==> run_1/clocks.png <==
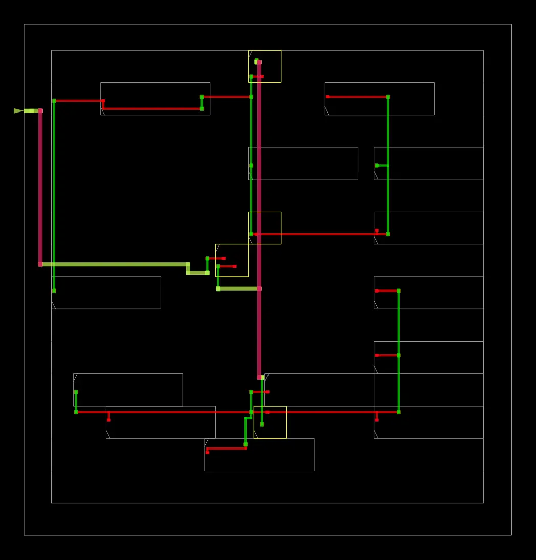
==> run_1/layer_met2.png <==
(12 px per um) Cells faint in the background.
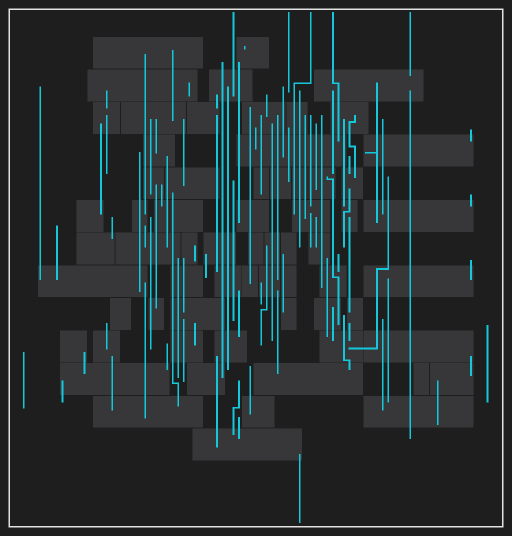
==> run_1/placement_by_type.png <==
(8 px per um) Fill, decap, tap and diode cells in grey.
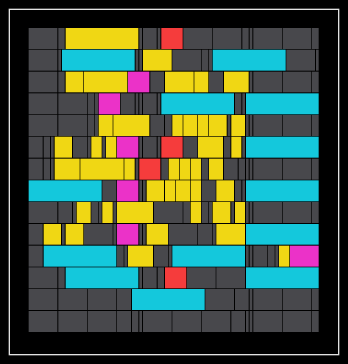
### src/rtl/cpu_pkg.sv
// ---------------------------------------------------------------------------
// cpu_pkg -- shared definitions for the simple CPU control slice.
//   * opcode encodings of the instruction register opcode field
//   * width of the per-instruction step counter and its state encoding
//   * packed bundle of the eight datapath control strobes
// ---------------------------------------------------------------------------
package cpu_pkg;

    localparam int STEP_W = 3;

    typedef enum logic [2:0] {
        OP_HLT = 3'b000,
        OP_SKZ = 3'b001,
        OP_ADD = 3'b010,
        OP_AND = 3'b011,
        OP_XOR = 3'b100,
        OP_LDA = 3'b101,
        OP_STO = 3'b110,
        OP_JMP = 3'b111
    } opcode_e;

    // Eight steps per instruction; the counter wraps from ST_7 to ST_0.
    typedef enum logic [STEP_W-1:0] {
        ST_0 = 3'd0,
        ST_1 = 3'd1,
        ST_2 = 3'd2,
        ST_3 = 3'd3,
        ST_4 = 3'd4,
        ST_5 = 3'd5,
        ST_6 = 3'd6,
        ST_7 = 3'd7
    } step_e;

    // Bit order (MSB first) matches the way the strobes are usually listed
    // on a waveform: halt at the top, inc_pc at the bottom.
    typedef struct packed {
        logic halt;
        logic datactl_ena;
        logic load_ir;
        logic wr;
        logic rd;
        logic load_pc;
        logic load_acc;
        logic inc_pc;
    } ctl_t;

    localparam ctl_t CTL_NONE = ctl_t'(8'h00);
    localparam ctl_t CTL_HALT = ctl_t'(8'h80);

endpackage

### src/rtl/ctrl_decode.sv
// ---------------------------------------------------------------------------
// ctrl_decode -- combinational opcode classification.
// Ports:
//   opcode     in  3  opcode field of the instruction register
//   is_alu_ld  out 1  ADD / AND / XOR / LDA (operand read into accumulator)
//   is_sto     out 1  STO
//   is_jmp     out 1  JMP
//   is_skz     out 1  SKZ
//   is_hlt     out 1  HLT
// ---------------------------------------------------------------------------
module ctrl_decode
    import cpu_pkg::*;
(
    input  logic [2:0] opcode,
    output logic       is_alu_ld,
    output logic       is_sto,
    output logic       is_jmp,
    output logic       is_skz,
    output logic       is_hlt
);

    // One-hot classification of the opcode into the groups the sequencer uses.
    always_comb begin
        is_alu_ld = 1'b0;
        is_sto    = 1'b0;
        is_jmp    = 1'b0;
        is_skz    = 1'b0;
        is_hlt    = 1'b0;
        case (opcode_e'(opcode))
            OP_HLT:                      is_hlt    = 1'b1;
            OP_SKZ:                      is_skz    = 1'b1;
            OP_ADD, OP_AND, OP_XOR,
            OP_LDA:                      is_alu_ld = 1'b1;
            OP_STO:                      is_sto    = 1'b1;
            OP_JMP:                      is_jmp    = 1'b1;
            default:                     is_hlt    = 1'b0;
        endcase
    end

endmodule

### src/rtl/machine_ctrl.sv
// ---------------------------------------------------------------------------
// machine_ctrl -- eight-step instruction sequencer for the simple CPU.
// Once fetch is first seen high the controller runs forever (until reset),
// stepping 0..7 per instruction and issuing registered datapath strobes.
// An HLT opcode at step 3 halts the sequencer until reset.
//
// Ports:
//   clk          in   1      system clock, rising edge
//   reset        in   1      asynchronous, active-high reset
//   fetch        in   1      fetch window; first sampled 1 starts the sequencer
//   opcode       in   3      opcode field of the instruction register
//   zero         in   1      accumulator-is-zero flag
//   inc_pc, load_acc, load_pc, rd, wr, load_ir, datactl_ena, halt
//                out  1 ea.  registered datapath controls
//   instr_cnt    out  CNT_W  retired-instruction count
//                            (only when CTRL_INSTR_CNT_EN is defined)
//
// Configuration macro: CTRL_INSTR_CNT_EN -- adds the retired-instruction
// counter and its output port. Undefined by default.
// ---------------------------------------------------------------------------
module machine_ctrl
    import cpu_pkg::*;
#(
    parameter int CNT_W = 16
) (
    input  logic             clk,
    input  logic             reset,
    input  logic             fetch,
    input  logic [2:0]       opcode,
    input  logic             zero,
    output logic             inc_pc,
    output logic             load_acc,
    output logic             load_pc,
    output logic             rd,
    output logic             wr,
    output logic             load_ir,
    output logic             datactl_ena,
`ifdef CTRL_INSTR_CNT_EN
    output logic             halt,
    output logic [CNT_W-1:0] instr_cnt
`else
    output logic             halt
`endif
);

    if (CNT_W < 1) begin : g_bad_cnt_w
        $error("machine_ctrl: CNT_W must be at least 1");
    end

    logic  run_r;
    logic  halted_r;
    step_e step_r;
    ctl_t  ctl_r;
    ctl_t  ctl_nxt_s;

    logic  is_alu_ld_s;
    logic  is_sto_s;
    logic  is_jmp_s;
    logic  is_skz_s;
    logic  is_hlt_s;
    logic  skip_s;

    ctrl_decode u_decode (
        .opcode    (opcode),
        .is_alu_ld (is_alu_ld_s),
        .is_sto    (is_sto_s),
        .is_jmp    (is_jmp_s),
        .is_skz    (is_skz_s),
        .is_hlt    (is_hlt_s)
    );

    // SKZ skips the next word only when the accumulator is zero.
    assign skip_s = is_skz_s & zero;

    // Strobes for the current step. opcode/zero feed only the steps that
    // use them, so their values on other steps cannot leak into outputs.
    always_comb begin
        ctl_nxt_s = CTL_NONE;
        case (step_r)
            ST_0: begin
                ctl_nxt_s.rd      = 1'b1;
                ctl_nxt_s.load_ir = 1'b1;
            end
            ST_1: begin
                ctl_nxt_s.rd      = 1'b1;
                ctl_nxt_s.load_ir = 1'b1;
                ctl_nxt_s.inc_pc  = 1'b1;
            end
            ST_2: begin
                ctl_nxt_s = CTL_NONE;
            end
            ST_3: begin
                ctl_nxt_s.inc_pc = 1'b1;
                ctl_nxt_s.halt   = is_hlt_s;
            end
            ST_4: begin
                ctl_nxt_s.load_pc     = is_jmp_s;
                ctl_nxt_s.rd          = is_alu_ld_s;
                ctl_nxt_s.datactl_ena = is_sto_s;
            end
            ST_5: begin
                ctl_nxt_s.rd          = is_alu_ld_s;
                ctl_nxt_s.load_acc    = is_alu_ld_s;
                ctl_nxt_s.inc_pc      = skip_s | is_jmp_s;
                ctl_nxt_s.load_pc     = is_jmp_s;
                ctl_nxt_s.wr          = is_sto_s;
                ctl_nxt_s.datactl_ena = is_sto_s;
            end
            ST_6: begin
                ctl_nxt_s.datactl_ena = is_sto_s;
                ctl_nxt_s.rd          = is_alu_ld_s;
            end
            ST_7: begin
                ctl_nxt_s.inc_pc = skip_s;
            end
            default: begin
                ctl_nxt_s = CTL_NONE;
            end
        endcase
    end

    // Sequencer state: run/halted flags, step counter and registered strobes.
    always_ff @(posedge clk or posedge reset) begin
        if (reset) begin
            run_r    <= 1'b0;
            halted_r <= 1'b0;
            step_r   <= ST_0;
            ctl_r    <= CTL_NONE;
        end else if (!run_r) begin
            // Idle: wait for the first fetch window; run is sticky after that.
            run_r  <= fetch;
            step_r <= ST_0;
            ctl_r  <= CTL_NONE;
        end else if (halted_r) begin
            // Halted: step frozen, only halt stays asserted.
            ctl_r <= CTL_HALT;
        end else begin
            step_r   <= step_e'(step_r + 3'd1);
            ctl_r    <= ctl_nxt_s;
            halted_r <= (step_r == ST_3) && is_hlt_s;
        end
    end

`ifdef CTRL_INSTR_CNT_EN
    logic [CNT_W-1:0] instr_cnt_r;

    // Count an instruction each time the step counter wraps 7 -> 0.
    // HLT freezes the counter at step 4, so it is never counted.
    always_ff @(posedge clk or posedge reset) begin
        if (reset) begin
            instr_cnt_r <= {CNT_W{1'b0}};
        end else if (run_r && !halted_r && (step_r == ST_7)) begin
            instr_cnt_r <= instr_cnt_r + {{(CNT_W-1){1'b0}}, 1'b1};
        end
    end

    assign instr_cnt = instr_cnt_r;
`endif

    assign inc_pc      = ctl_r.inc_pc;
    assign load_acc    = ctl_r.load_acc;
    assign load_pc     = ctl_r.load_pc;
    assign rd          = ctl_r.rd;
    assign wr          = ctl_r.wr;
    assign load_ir     = ctl_r.load_ir;
    assign datactl_ena = ctl_r.datactl_ena;
    assign halt        = ctl_r.halt;

endmodule
### config.mk
export PLATFORM = sky130hd
export DESIGN_NAME = machine_ctrl
export DESIGN_NICKNAME = d
export VERILOG_FILES = /design/src/rtl/cpu_pkg.sv /design/src/rtl/ctrl_decode.sv /design/src/rtl/machine_ctrl.sv
export SDC_FILE = /design/constraint.sdc
export NUM_CORES = 1
export LEC_CHECK = 0
export CAP_MARGIN = 15
export CORE_AREA = 2 2 39 41
export CTS_BUF_LIST = sky130_fd_sc_hd__clkbuf_4 sky130_fd_sc_hd__clkbuf_8 sky130_fd_sc_hd__clkbuf_16
export CTS_CLUSTER_DIAMETER = 100
export DETAILED_ROUTE_END_ITERATION = 16
export DIE_AREA = 0 0 41 43
export DONT_BUFFER_PORTS = 1
export GPL_ROUTABILITY_DRIVEN = 0
export MAX_ROUTING_LAYER = met4
export PLACE_DENSITY = 0.62
export REMOVE_ABC_BUFFERS = 1
export SETUP_SLACK_MARGIN = 0.2
export SKIP_LAST_GASP = 1
export SYNTH_ARGS = -nofsm -noshare
export SYNTH_HDL_FRONTEND = slang
export SYNTH_SLANG_ARGS = --single-unit
export TNS_END_PERCENT = 5
### constraint.sdc
create_clock -name clk -period 1.6 [get_ports clk]
set_input_delay 0.32 -clock clk [delete_from_list [all_inputs] [get_ports clk]]
set_output_delay 0.32 -clock clk [all_outputs]
set_load 0.005 [all_outputs]
==> summary.txt, run 1 <==
Purpose: to document the outcome of synthesis and place and route.

Power
The switching power summed over all nets is 0.000125 W. The reported sequential group power is 0.000328 W. The power report attributes to the sequential group a share of 57.3%.

The power report lists the combinational group at 0.0000157 W. The net switching fraction of the power is between 20% and 30%. Clock network power for this build is approximately 0.00023 W. Ranked by power, first place goes to sequential cells. The portion of total power attributed to the clock network is approximately 40%. The maximum ir drop on the vdd rail is 0.509 mV. The cell internal power dissipation is about 0.00045 W.

The power per standard cell area is roughly 800 nW/um^2. The combinational share of power is 2.7%. Overall power consumption after layout is estimated at between 0.0005 and 0.0006 W. The leakage power in the latest report is 0.342 nW.

Setup path
The critical path endpoint has a required time of 1780 ps. The peak fanout along the critical path is 2. The cell with the biggest individual delay on the critical path is dfrtp_1. The highest cell delay on the worst timing path is approximately 400 ps. Broken down by cell family, the worst path's largest delay share belongs to flip-flops. The buffering stage count on the worst path with inverters included is 0. At the worst endpoint, the arrival time is between 1500 and 2000 ps. STA classifies the critical path endpoint as a flop.

The type of the worst setup path is flop to flop. STA classifies the critical path startpoint as a flop. In this run the critical path is formed by ha_2, ha_4, a21oi_2, and4b_1, o311a_1.

Yosys
The most frequently used flop master after synthesis is dfrtp_1. The cell area after synthesis is between 600 and 700 um^2. By count the netlist is led by dfrtp_1 (13), inv_1 (8), nand2_1 (6). The share of synthesized registers carrying an async set or reset is 100%. Yosys reported a register bit count of 13. The area fraction in full adders, half adders and majority gates is between 10% and 20%. By area the synthesized netlist is led by dfrtp_1 (53%), ha_1 (10%), inv_1 (4.9%). The area share of and-or/or-and cells after synthesis is between 10 and 15%. The mean cell area of the mapped netlist is around 11 um^2. The parity-gate share of the synthesized area counting xor and xnor cells is 2.84%. The chip area line in the Yosys stat output reads just over 600 um^2. The count of flip-flops with a built-in enable after synthesis is 0.

The count of different cell masters after synthesis is 22. Summing the sequential cell areas from Yosys gives 52.7% of the chip area. The cell total in the yosys stat output is 58. The cell taking the most area after synthesis is dfrtp_1.

Of the post-synthesis cell area, the dominant cell type holds between 50% and 60%. The most common cell in the synthesized netlist is dfrtp_1. The synthesized netlist devotes approximately 16% of its cell area to simple gates. The combinational family with the most area after synthesis is simple AND/OR/NAND/NOR gates. The yosys warning tally is 0. Synthesis handed over a netlist of between 50 and 60 instances. Of the post-synthesis cell area, the part taken by muxes is 0%.

GRT
Per the GRT log, the top usage layer is met2. The initial antenna violation count is 0. Across every metal layer, demand over resource in global routing totals 17.7%. The via count of the first global-routing pass is between 400 and 500. The wire length of the first global-routing pass is about 1.9 mm. For this run, global-route usage on met1 was measured as 20.3%. The met3 track utilization from global routing is under 10%. The remaining global-route overflow is 0.

The pin count of the biggest net entering global routing is 14.

Clock tree
The number of buffers added for setup after CTS is 3. The post-cts sizing count is 4. The library cell used as clock root buffer is clkbuf_4.

TritonCTS built the clock tree. The clock-pin slew of the registers on the worst-case setup and hold paths is about 80 ps. Buffers inserted to repair hold after CTS numbered 1. The total CTS buffers is 3.

The longest clock path from root to sink contains 2 buffers. In this run the number of H-tree levels came out at 1. The CTS log lists the clock sinks for this run as 13.

Outcome
The run finished with clean final reports.

Final layout
The repair_antennas step left the layout with diodes totalling 0. Leaving out fill and tap cells, the most frequent cells in the layout are dfrtp_1 (13), inv_1 (8), nand2_1 (6). The design area is just over 700 um^2.

The filler cells instantiated in the layout total about 130. The register with the most flip-flops in the layout has 3 of them. The most frequently placed logic cell in the final layout is dfrtp_1. The filler-free cell count of the finished design is 82. The register name with the most flops is step_r. The fraction of layout instances using a drive strength above 1 is 21.2%. Registers take approximately 330 um^2. Summing all multi-input logic gate instances after layout gives 264 um^2. The layout net count is roughly 80.

The area growth from synthesis to layout is 16.2%.

Placed design
The number of buffer cells added on primary ports is 0. The final HPWL from detailed placement is 821 um. Setup slack on the worst path after placement came out at 28.1 ps. The placement stage leaves a total instance area of ~640 um^2.

The detailed placer reported the number of placed instances as 74.

Detailed routing
The number of search-and-repair iterations in the first detailed-routing pass is 3. Per the detail_route report, vias per standard cell equal about 5.3. After detailed routing, the wire length on met1 is roughly 450 um. After detailed routing, the total wire length is 1.19 mm. In this run, the number of DRC markers left after iteration 0 of detailed routing was 5. The total length of routed met2 wires is ~650 um. The DRC violation total left in the routed layout is recorded as 0. The amount of wire on met3 after detailed routing is slightly below 50 um. Signal nets in the final route climb as high as met4. Once detail routing completed, the nets flagged for antenna violations numbered 0.

The average wire per standard cell is roughly 15 um.

Final timing
The upper clock frequency limit is 681 MHz. Counting endpoints that fail hold in the final report gives 0. Final hold analysis gives a worst-case slack of approximately 140 ps. The setup slack after layout is roughly 130 ps. The final total negative setup slack is 0 ps.

Max-slew check failures listed in the final report amount to 0. The final critical path time including I/O delays and setup is ~1500 ps. The number of setup violations in the final report is 0. The worst pin sits at a relative slew slack of 67.9%.

Setup repair after global routing could not meet its margin everywhere. The pin closest to its max-slew limit shows a slew of 482 ps. OpenROAD reports that the post-layout worst path occupies 91.8% of the period.

Job
The number of maximum-capacitance violations recorded for the run is 0. The OpenROAD warning count is 30.

Floorplanning
The effective utilization at floorplan is around 45%. The die width is between 40 and 50 um. The vertical die dimension is around 43 um. The number of I/O pins is 15. The die footprint is between 1500 and 2000 um^2.

Min path
In this run the worst hold path is classified as input pin to flop.
About clocks.png:
Clock Latency Late Sink: 280 ps
FFs & Latches: 13
Final Skew: 6.03 ps

About layer_met2.png:
longest straight run = 28.9 um
nets with wire on the layer = 66
met2 track demand over resource in global routing: 26.3%
total vias in the final route: 437

About placement_by_type.png:
red -> clock drivers and dummy loads  # cells 4
magenta -> remaining buffers and delay cells  # cells 6
cyan -> sequential cells  # cells 13
yellow -> combinational and other logic  # cells 43
sequential fraction of total cell area: 45.4%
area of the core: 1380 um^2
# rows: 14
Util after Layout: 51.8%

-- run 1: path summary, 6_finish.rpt --
path,start,end,slack (ps),depth (start not counted)
setup reg to reg,step_r[0],inc_pc,130,5
max in group asynchronous,reset,run_r,790,2
hold reg to reg,run_r,inc_pc,630,1
hold / removal,fetch,run_r,140,1
min in group asynchronous,reset,rd,480,2
setup / recovery,step_r[0],inc_pc,130,5
-- run 1: final cells by class --
type / instances / share of cell area, %
sequential: 13 / 45.4
multi-input combinational: 35 / 36.8
timing repair buffer: 6 / 6.63
clock buffer: 4 / 4.19
inverter: 8 / 4.19
tap: 16 / 2.79
--- run 2 (diff from run 1) ---
Settings changed: CORE_AREA 2 2 39 41 to unset, CORE_MARGIN set to 1.5, CORE_UTILIZATION set to 45, DIE_AREA 0 0 41 43 to unset, PLACE_DENSITY 0.62 to 0.61, SKIP_CTS_REPAIR_TIMING set to 1.
==> run 2 against run 1 <==
Effect of this change: cell area is 2.3% lower; worst hold slack better by 4.8 ps; global-route usage is 0.58 points higher; sequential share of layout area is 1.1 points higher; critical path depth stayed put; die area is 9.1% lower; sequential cell count stayed put; count of clock-buffer cells in the layout stayed put; largest cell class unchanged; largest power group unchanged.
==> summary.txt, run 2 <==
Purpose: to document the outcome of synthesis and place and route.

Outcome
The flow ran to the end, and the final reports show no timing, DRC or antenna violations.

Setup path
Traced cell by cell, the critical path runs through ha_2, ha_4, a21oi_2, and4b_1, o311a_1. The critical register-to-register path endpoint is inc_pc. The peak fanout along the critical path was 3 (+1). The capture point of the critical path is inc_pc. The count of cell instances traversed by the critical path came to 5 (unchanged).

The endpoint class of the critical path is a flop. The required time at the endpoint of the critical path is 1770 ps (about the same). The cell family contributing the most delay on the critical path is flip-flops.

The startpoint of the most critical register-to-register path is step_r[1]. STA classifies the critical path startpoint as a flop. The critical path is of the flop to flop type. The worst setup path startpoint is step_r[1]. The arrival time at the worst endpoint is 1610 ps (-40 ps). The minimum setup slack among reg-to-reg paths is 160 ps (+20 ps). The buffering stage count on the worst path with inverters included was 0 (unchanged).

Detailed routing
The number of search-and-repair iterations in the first detailed-routing pass is 2 (-1). The highest layer used for signal routing is met4. The initial DRC count is 14 (+9).

The detailed-route vias per instance was 5.32 (-0.24%). The total length of routed met2 wires is 533 um (-18%). The amount of wire on met3 after detailed routing is 26 um (-47%). The number of antenna-violating nets in the routed design was 0 (unchanged). The wire length on met1 is 494 um (+11%). The average wire per standard cell is 13.8 um (-4.8%). The count of unresolved DRC violations after routing is 0 (unchanged).

Power
The reported sequential group power is 0.000328 W (about the same). The largest share of the power goes to sequential cells. The maximum ir drop on the vdd rail was 0.600 mV (+18%). The net switching fraction of the power is 21.3% (-0.63 points).

The combinational cell power was 0.0000157 W (about the same). The switching power summed over all nets is 0.000121 W (-3.7%). The combinational share of power came to 2.8% (about the same). The cell internal power dissipation came to 0.000447 W (about the same).

The sequential share of power is 57.8% (+0.5 points).

Floorplanning
The number of I/O pins is 15 (unchanged). The die width was 40.0 um (-2.4%). The vertical die dimension is 40.0 um (-6.9%).

The effective utilization at floorplan is 48.0% (+3.4 points). The number of tap cells added at floorplan is 15 (-1). The number of placement rows was 13 (-1).

Job
The max capacitance violation total is 0 (unchanged).

Final layout
The count of non-CTS inverters in the layout was 8 (unchanged). The fraction of layout instances using a drive strength above 1 came to 18.8% (-2.5 points). The number of flip-flops under the largest register name came to 3 (unchanged).

The non-clock buffer count in the final layout came to 4 (-2). The layout filler cell count is 118 (-12%). The number of logic gates was 35 (unchanged).

The proportion of final cell area spent on non-clock buffers was 4.64% (-2.0 points). Leaving out fill and tap cells, the most frequent cells in the layout are dfrtp_1 (13), inv_1 (8), nand2_1 (6). The largest contributor to cell area by class is flip-flops and latches. The combinational cell area excluding buffers and inverters is 264 um^2 (unchanged). The sequential share of cell area is 46.4% (+1.1 points). The layout net count is 77 (-2.5%).

The number of inserted diodes is 0 (unchanged). The clock buffer count in the final layout is 4 (unchanged). The fraction of standard cell area in multi-input logic came to 37.7% (+0.85 points). Relative to the synthesized area, the layout overhead comes to 13.6%. The total number of sequential cells is 13 (unchanged).

Per the cell usage report, the commonest logic cell in the layout is dfrtp_1. The register area is 325 um^2 (unchanged). The register name with the most flops is step_r. The clock-cell share of area came to 4.29% (+0.097 points).

GRT
The remaining global-route overflow is 0 (unchanged). The initial antenna violation count is 0 (unchanged). The via count of the first global-routing pass came to 387 (-11%). The wire length of the first global-routing pass is 1.68 mm (-12%). The met3 track utilization from global routing is 5.00% (+1.3 points).

The global routing stage identified its most utilized layer as met2. The global routing usage on met1 is 20.1% (-0.20 points).

Clock tree
The cell sitting at the root of the clock tree is a clkbuf_4. The total CTS buffers came to 3 (unchanged). The clock latency reported for the late side of the worst-skew pair was 280 ps (about the same). The H-tree level count came to 1 (unchanged). The deepest clock path buffer count was 2 (unchanged). The CTS tree is built. The clock-pin slew of the registers on the worst-case setup and hold paths is 80 ps (about the same). The sink count of the clock tree was 13 (unchanged).

Final timing
The worst hold-check slack is 146 ps (+4.79 ps). Setup repair after global routing could not meet its margin everywhere. The final tally of hold violations is 0 (unchanged). The number of pins with negative max-slew slack in the final report is 0 (unchanged).

The actual slew at the worst max-slew pin came to 501 ps (+19.4 ps). The final critical path time including I/O delays and setup was 1440 ps (-23.4 ps). The final total negative setup slack came to 0 ps (unchanged). The number of setup violations in the final report is 0 (unchanged). The max-slew headroom at the worst pin is 66.6% (-1.3 points).

The final clock skew is 2.92 ps (-3.11 ps). The upper clock frequency limit is 692 MHz (+1.6%). The period utilization is 90.3% (-1.5 points).

Yosys
The mean cell area of the mapped netlist is 10.6 um^2 (unchanged). The cell total in the yosys stat output is 58 (unchanged). The cell area after synthesis came to 617 um^2 (unchanged).

Of all cell types, the one taking the most synthesized area is dfrtp_1. The most frequently used flop master after synthesis is dfrtp_1. The number of instances in the synthesized netlist is 58 (unchanged).

By area the synthesized netlist is led by dfrtp_1 (53%), ha_1 (10%), inv_1 (4.9%). The most common cell in the synthesized netlist is dfrtp_1. The number of storage elements in the synthesis netlist is 13 (unchanged). The yosys warning tally is 0 (unchanged). The share of the synthesized area in the top cell type is 52.7% (unchanged).

The share of the yosys chip area belonging to registers is 52.7% (unchanged). The count of flip-flops with a built-in enable after synthesis is 0 (unchanged). The yosys stat chip area is 617 um^2 (unchanged). The synthesis run shows the most used standard cells to be dfrtp_1 (13), inv_1 (8), nand2_1 (6).

Min path
In this run the most critical hold path is launched from fetch. The worst hold path terminates at run_r. The type of the most critical hold path is input pin to flop.

Placed design
The number of buffer cells added on primary ports is 0 (unchanged). The final HPWL from detailed placement is 775 um (-5.6%).
[run 2: cell counts after synthesis]
No cell type changed its count.
[run 2: metrics by stage]
stage	area [um^2]	worst slack, ps	total power, W	cells	utilization [%]
floorplan	601	82.2	0.000346	56	-
global placement	642	96.9	0.000349	74	50.0
detailed placement	642	75.1	0.000349	74	50.0
CTS	672	63.3	0.000569	78	52.3
global route	701	104	0.000586	79	54.5
finish	701	155	0.000568	79	54.5
[run 2: logic make-up (layout without fill, tap and decap cells)]
logic type      after synthesis  after routing  share of synthesized area, %
flops                        13             13                          52.7
compound gates                9              9                          10.3
xor+xnor                      2              2                          2.84
simple gates                 19             19                          16.4
fa+ha+maj                     5              5                          10.1
buf+inv                      10             16                          7.50
==> run_2/placement_by_type.png <==
(10 px per um) Fill, decap, tap and diode cells in grey.
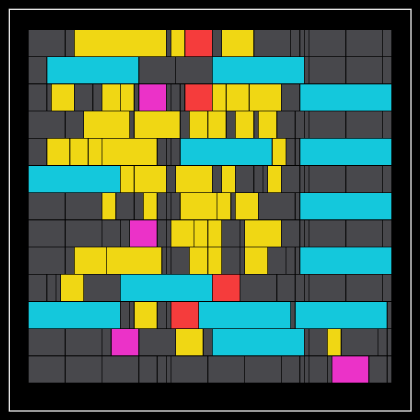
area of the core: 1280 um^2
Util after Layout: 54.5%

==> run_2/clk_routes.png <==
(12 px per um)
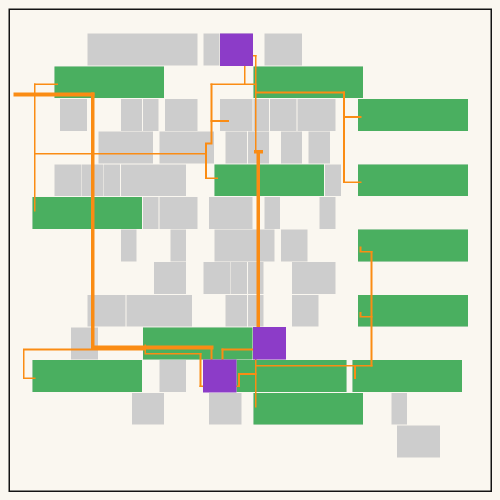
purple -> clock drivers  # count 3
orange -> clock wires  # length 190 um
green -> flip-flops  # count 13
routed clock nets = 4
clock distribution power: 0.000224 W
share of power burned in the clock network: 39.4%

==> run_2/layer_met2.png <==
(12 px per um) Cells faint in the background.
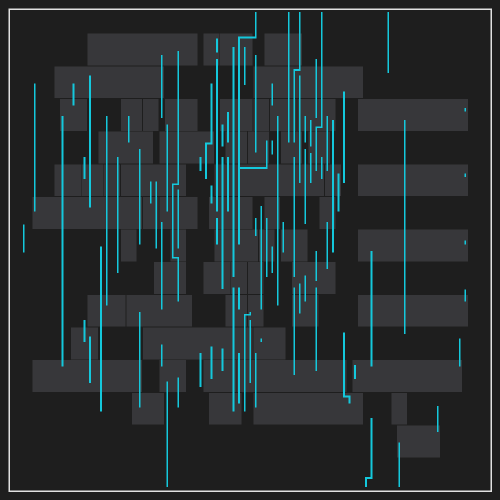
aggregate routed wire length: 1.09 mm
total vias in the final route: 420
met2 track demand over resource in global routing: 27.0%

No activity file was given, so power comes from the tool's default toggle rates.
